==> config.mk <==
export PLATFORM = sky130hd
export DESIGN_NAME = sub_seq_ctrl
export DESIGN_NICKNAME = d
export VERILOG_FILES = /design/src/rtl/sub_seq_pkg.sv /design/src/rtl/sub8_ci.sv /design/src/rtl/sub_seq_ctrl.sv
export SDC_FILE = /design/constraint.sdc
export NUM_CORES = 1
export LEC_CHECK = 0
export CAP_MARGIN = 20
export CORE_ASPECT_RATIO = 1.5
export CORE_MARGIN = 2
export CORE_UTILIZATION = 35
export CTS_CLUSTER_SIZE = 12
export DETAILED_ROUTE_END_ITERATION = 6
export GPL_TIMING_DRIVEN = 0
export MAX_ROUTING_LAYER = met4
export PLACE_DENSITY = 0.61
export SLEW_MARGIN = 20
export SYNTH_ARGS = -nofsm -noshare
export SYNTH_HDL_FRONTEND = slang
export SYNTH_SLANG_ARGS = --single-unit
==> constraint.sdc <==
create_clock -name clk -period 6.2 [get_ports clk]
set_input_delay 0.62 -clock clk [delete_from_list [all_inputs] [get_ports clk]]
set_output_delay 0.62 -clock clk [all_outputs]
set_load 0.005 [all_outputs]
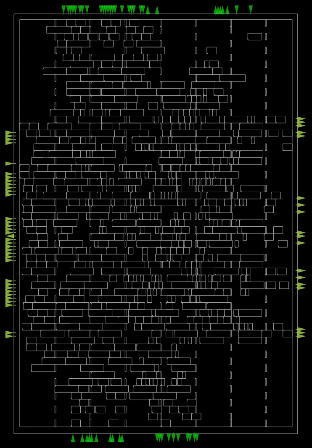
*Cell placement, run 1*
flip-flop and latch count: 135
number of fill cells in the layout: 1552

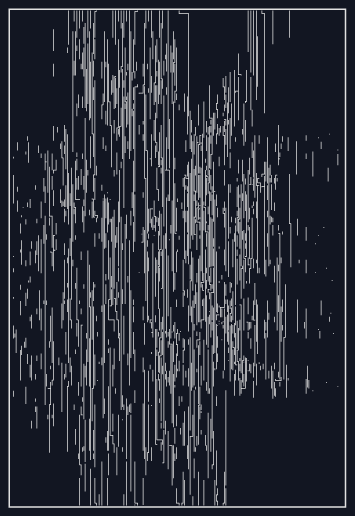
*Metal 2, run 1*
Scale: 3 px per µm.
share of all routed wire	54%
nets with wire on the layer	621
main direction	vertical
longest straight run	72.4 µm
wire length on this layer	8320 µm
Total Wirelength: 15.40 mm
via count: 4415

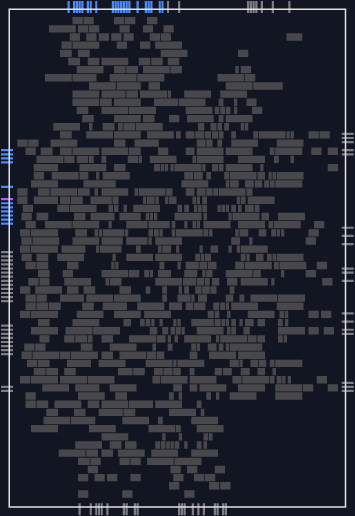
*I/O pins on the die edge, run 1*
Scale: 3 px per µm. Pins as bars across the die edge, other pins in gray.
color	port	pins	direction	edge
purple	start_i	1	input	left
blue	b_i	32	input	21 top, 11 left
IO Port Bufs: 102
Die W: 111.6 µm

==> impl_metrics.csv, run 1 <==
group,metric,value,unit
power,power,5048,µW
grt,use_met3,0.03832,
power,pwr-share-seq,0.293,
worst_setup_path,slowest_delay,420,ps
worst_hold_path,hold_path_class,"input port to asynchronous set/reset pin",
routing,avgViaCountPerCell,5.268,
worst_setup_path,path_cells,"clkbuf_2 > clkbuf_2 > mux4_2 > fa_1 > fa_1 > fa_1 > fa_1 > fa_1 > inv_1 > fa_1 > inv_1 > fa_1 > inv_1 > fa_1 > clkbuf_1 > nor4b_1 > a211oi_1 > nor3b_1 > a32o_1",
synth,top_area_frac,0.5558,
synth,ys_seq_share,0.5558,
grt,grt_usage,0.1788,
grt,antenna_found_initial,0,
routing,post-route-drc-count,0,
floorplan,core,17200,µm²
worst_setup_path,cp_max_fo,10,
power,comb_power_share,0.514,
clock_tree,root_buffer,"clkbuf_16",
floorplan,io_pins,103,
worst_setup_path,crit_path_end_kind,"flop",
power,p_clk_frac,0.193,
final_layout,antenna_cells,0,
placed_design,post-place-ws,-74.75,ps
worst_setup_path,cp_data_arrival_time,6150,ps
synth,yosysWarningCount,0,
placed_design,dp_hpwl,11.16,mm
final_timing,skew,8.565,ps
synth,async_flop_share,1.000,
routing,drtIter0Drc,213,
clock_tree,cts_hold_buffers,0,
clock_tree,clk_latency,420,ps
final_timing,slew_headroom,0.4560,
power,leakagePower,0.003333,µW
final_layout,final-seq-area,3378,µm²
final_timing,hold_slack,103.1,ps
grt,grt_max_degree,86,
power,p_int,2843,µW
final_layout,area_delta_synth_final,31.21,%
grt,grt_pass1_wl,24.58,mm
final_timing,final.min_clock_period,5848,ps
final_layout,layoutNonFillerInstCount,838,
synth,synth_area,6078,µm²
run,tool_warnings,31,
grt,overflow,0,
synth,topCellsByArea,"dfrtp_1, mux2_1, mux4_2",
clock_tree,cts_tree,"done",
synth,avgSynthCellArea,12.40,µm²
routing,routedWlPerCell,18.38,µm
run,maxCapViolCount,0,
synth,synth_nets,571,
grt,met1_usage,0.2037,
final_timing,fmax,171.0,MHz
final_layout,final_nets,693,
clock_tree,cts_made_buffers,17,
final_timing,hold_violations,0,
worst_setup_path,slowest_stage,"mux4_2",
clock_tree,clock-sinks,135,
final_timing,setup_viol,0,
synth,synthFlopType,"dfrtp_1",
final_layout,post-route-util,0.4637,
synth,yosys-top-cells-count,"dfrtp_1, mux2_1, nand2_1, o21ai_1, a22o_1",
final_timing,rsz0062_at_grt,"false",
worst_setup_path,r2r_slack,350,ps
synth,synth_top_cell_by_area,"dfrtp_1",
placed_design,place_area,7398,µm²
clock_tree,clockBufferDepth,2,
worst_setup_path,worstRegToRegCells,19,
grt,grt.busiest_layer,"met2",
final_timing,period_used_share,0.9432,
status,outcome,"finished, final reports clean",
synth,synthDistinctLibCells,34,
placed_design,placed_cells,806,
floorplan,rows,59,
worst_setup_path,worst-setup-path-type,"flop to flop",
worst_setup_path,start_kind,"flop",
power,p_sw,2205,µW
worst_setup_path,cp_common_cell,"fa_1",
-- run 1: power groups by stage --
stage	Combinational, µW	Clock, µW	Sequential, µW
global placement	2520	0	1470
global route	2820	1040	1530
detailed placement	2580	0	1490
CTS	2590	996	1480
finish	2600	974	1480
floorplan	1600	0	1430
-- run 1: logic make-up after synthesis --
group,count (synthesis),share of synthesized area
flip-flops,135,0.5558
AND-OR/OR-AND,110,0.1157
AND/OR/NAND/NOR,103,0.08090
multiplexers,80,0.1779
buffers and inverters,48,0.03108
adder cells (fa/ha/maj),14,0.03870
-- run 1: layout by cell type (no fill, tap or decap), types with 8 or more instances in the layout --
cell type	instances
clkbuf_1	16
clkbuf_16	17
a22o_1	24
dfrtp_1	135
mux4_2	16
fa_1	8
nor2b_1	8
a21oi_1	20
nor2_1	21
mux2_1	64
inv_1	16
a22oi_1	18
o21ai_1	42
clkdlybuf4s50_1	101
nand2_1	51
-- run 1: critical path: cells and delay by family, from the launching register on --
| kind | cells | cell delay, ps |
|---|---|---|
| and+or+nand+nor | 2 | 330 |
| muxes | 1 | 420 |
| adders and majority gates | 8 | 2880 |
| DFF | 1 | 400 |
| AOI/OAI and AO/OA | 2 | 500 |
| buffers and inverters | 6 | 1180 |
-- run 1: layer usage --
layer	part of all wire	up-vias
met5	0	-
met3	0.044	40
li1	-	2010
met2	0.54	152
met4	0.031	0
met1	0.38	2213
-- run 1: cell type report --
type                    instances  share of cell area
well taps                     213             0.03342
repair buffers                103              0.1321
plain buffers                  28             0.01459
clock buffers                  19             0.05554
clock inverters                13             0.01647
flip-flops and latches        135              0.4236
multi-input cells             307              0.3149
inverters                      20            0.009413
-- run 1: repair_timing --
action,in CTS,in global routing
buffers inserted,0,0
endpoints found under the setup margin,1,1
pin swaps,0,0
cloned,0,0
gates resized,1,2
==> inputs of run 2 (changes only) <==
==> constraint.sdc (replaced) <==
create_clock -name clk -period 5.6 [get_ports clk]
set_input_delay 0.56 -clock clk [delete_from_list [all_inputs] [get_ports clk]]
set_output_delay 0.56 -clock clk [all_outputs]
set_load 0.005 [all_outputs]
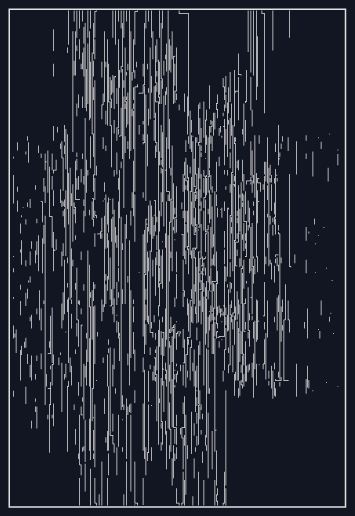
*Metal 2, run 2*
Scale: 3 px per µm.
main direction	vertical
share of all routed wire	54%
nets with wire on the layer	617
longest straight run	64.3 µm
Total Wirelength: 15.42 mm
via count: 4368
met2 usage: 0.3032

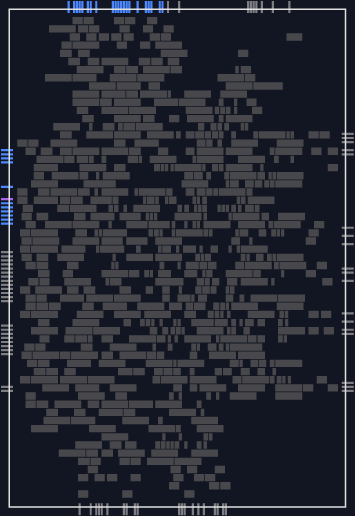
*I/O pins on the die edge, run 2*
Scale: 3 px per µm. Pins as bars across the die edge, other pins in gray.
color	port	pins	direction	edge
blue	b_i	32	input	21 top, 11 left
purple	start_i	1	input	left
all pins by edge	35 left, 30 top, 20 bottom, 18 right
die y size: 165.4 µm

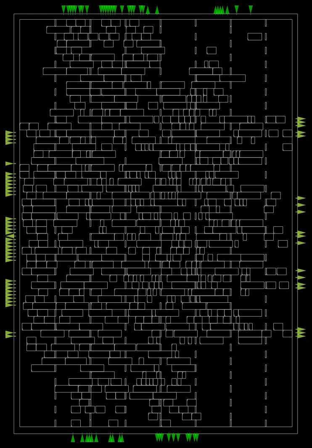
*Cell placement, run 2*
Layout Cells excl Fill: 836
number of fill cells in the layout: 1551
core area: 17200 µm²

==> impl_metrics.csv, run 2 <==
group,metric,value,unit
status,outcome,"finished, final reports clean",
synth,top_cell,"dfrtp_1",
power,power_density,705.3,nW/µm²
placed_design,post-place-ws,-674.8,ps
routing,drt-met1-wl,5.896,mm
routing,drtIter0Drc,200,
power,leakagePower,0.003332,µW
floorplan,io_pins,103,
routing,post-route-drc-count,0,
worst_hold_path,hold_path_class,"input port to asynchronous set/reset pin",
placed_design,numPortBuffers,102,
synth,synth_area,6078,µm²
synth,synth_cells,490,
final_timing,setup_viol,0,
worst_setup_path,start_kind,"flop",
final_layout,lay_top_count,"dfrtp_1",
final_layout,drive_gt1_frac,0.1059,
run,tool_warnings,31,
routing,highest_layer,"met4",
final_timing,tns,0,ps
worst_setup_path,cp_data_arrival_time,5700,ps
final_timing,skew,7.651,ps
routing,routedWlPerCell,18.44,µm
final_timing,hold_violations,0,
placed_design,gp_congestion,0.8349,
worst_setup_path,crit_required,5910,ps
power,p_int,3209,µW
worst_setup_path,crit_path_end_kind,"flop",
synth,ys_sh_aoi,0.1157,
clock_tree,cts_made_buffers,17,
final_layout,layout_top_cells,"dfrtp_1, clkdlybuf4s50_1, mux2_1",
routing,wl_met3,679,µm
floorplan,rows,59,
final_timing,slew_headroom,0.4555,
final_timing,fmax,185.4,MHz
power,pwr-share-seq,0.291,
synth,synthDistinctLibCells,34,
synth,synth-edff-count,0,
grt,antenna_found_initial,0,
clock_tree,cts_hold_buffers,0,
power,p_sw,2429,µW
synth,ys_sh_simple,0.08090,
synth,async_flop_share,1.000,
synth,yosysChipArea,6078,µm²
grt,overflow,0,
power,pg_seq,1640,µW
clock_tree,root_buffer,"clkbuf_16",
final_timing,final.min_clock_period,5395,ps
grt,grt.busiest_layer,"met2",
worst_setup_path,worst-setup-path-type,"flop to flop",
power,irDropWorstVdd,0.6288,mV
run,maxCapViolCount,0,
synth,synth-xor-area-share,0,
grt,grt_pass1_vias,4622,
power,p_comb,2920,µW
clock_tree,clockBufferDepth,2,
clock_tree,clk_latency,420,ps
clock_tree,clkSlewWorstSetupHoldPaths,60,ps
synth,synth_nets,571,
power,clock_net_power,1080,µW
clock_tree,htree_num_levels,4,
synth,synthFlopType,"dfrtp_1",
clock_tree,ctsResizeCount,6,
final_timing,slew_violations,0,
floorplan,initial_core_util,0.3534,
synth,top_area_frac,0.5558,
synth,synth_top_cell_by_area,"dfrtp_1",
synth,yosys_cells,490,
synth,mux_area_frac,0.1779,
synth,top_logic_kind,"multiplexers",
final_timing,layout_setup_ws,204.9,ps
power,comb_power_share,0.518,
grt,grt_pass1_wl,24.57,mm
final_timing,period_used_share,0.9634,
grt,use_met3,0.03832,
final_layout,area_delta_synth_final,31.52,%
floorplan,die_area,18460,µm²
grt,grt_usage,0.1789,
worst_setup_path,r2r_slack,200,ps
clock_tree,cts_setup_buffers,0,
routing,detail-route-antenna-nets,0,
synth,avgSynthCellArea,12.40,µm²
routing,avgViaCountPerCell,5.225,
placed_design,dp_hpwl,11.16,mm
worst_setup_path,worstRegToRegCells,18,
floorplan,die_w,111.6,µm
power,top_power_group,"combinational logic",
final_layout,antenna_cells,0,
final_layout,final_nets,691,
synth,topCellsByArea,"dfrtp_1, mux2_1, mux4_2",
final_timing,worst_slew_pin_slew,810.6,ps
synth,ys_ff,135,
clock_tree,cts_tree,"done",
synth,yosysWarningCount,0,
synth,ys_seq_share,0.5558,
routing,wl_met2,8.341,mm
worst_setup_path,cp_max_fo,10,
power,p_clk_frac,0.191,
grt,met1_usage,0.2027,
synth,yosys-top-cells-count,"dfrtp_1, mux2_1, nand2_1, o21ai_1, a22o_1",
power,switching_share,0.4308,
clock_tree,clock-sinks,135,
synth,yosys.area_share.adder,0.03870,
routing,first_pass_iters,4,
grt,grt_max_degree,86,
final_timing,rsz0062_at_grt,"false",
==> run 2: netlist changes by cell type in the layout (fill, tap and decap cells not counted), sizes merged <==
cell	before	now
buf	13	14
clkbuf	36	33
==> run 2: cell type report <==
class | count | area (µm²) | area share
Sequential cell | 135 | 3379 | 0.4228
Multi-Input combinational cell | 307 | 2522 | 0.3155
Timing Repair Buffer | 103 | 1054 | 0.1318
Clock buffer | 19 | 442.9 | 0.05541
Tap cell | 213 | 266.5 | 0.03334
Clock inverter | 13 | 131.4 | 0.01643
Buffer | 26 | 122.6 | 0.01534
Inverter | 20 | 75.07 | 0.009391
==> run 2: stage by stage <==
| step | area (µm²) | hold WS, ps | instances | total power [µW] | utilization |
|---|---|---|---|---|---|
| after floorplan | 6078 | 264.4 | 490 | 3352 | - |
| after global placement | 7366 | 461.8 | 805 | 4419 | 0.4282 |
| after detailed placement | 7398 | 468.7 | 806 | 4506 | 0.4301 |
| after CTS | 7983 | 50.46 | 837 | 5629 | 0.4641 |
| after global routing | 7994 | 66.22 | 836 | 6034 | 0.4648 |
| final | 7994 | 40.18 | 836 | 5638 | 0.4648 |
==> run 2: worst max-delay path, stage by stage (launching register included) <==
cell	delay (ps)
dfrtp_1	400
buf_4	240
buf_4	240
mux4_2	380
fa_1	420
fa_1	400
fa_1	390
fa_1	390
fa_1	380
inv_1	80
fa_1	150
inv_1	50
fa_2	320
inv_1	80
fa_2	540
nor4b_1	210
a211oi_1	250
nor3b_1	90
a32o_1	250
==> run 2: cell families (layout without fill, tap and decap cells) <==
family                     Yosys count  after routing
and+or+nand+nor                    103            103
muxes                               80             80
buffers and inverters               48            181
AOI/OAI and AO/OA                  110            110
DFF                                135            135
adders and majority gates           14             14
Power and IR drop assume default switching activity.
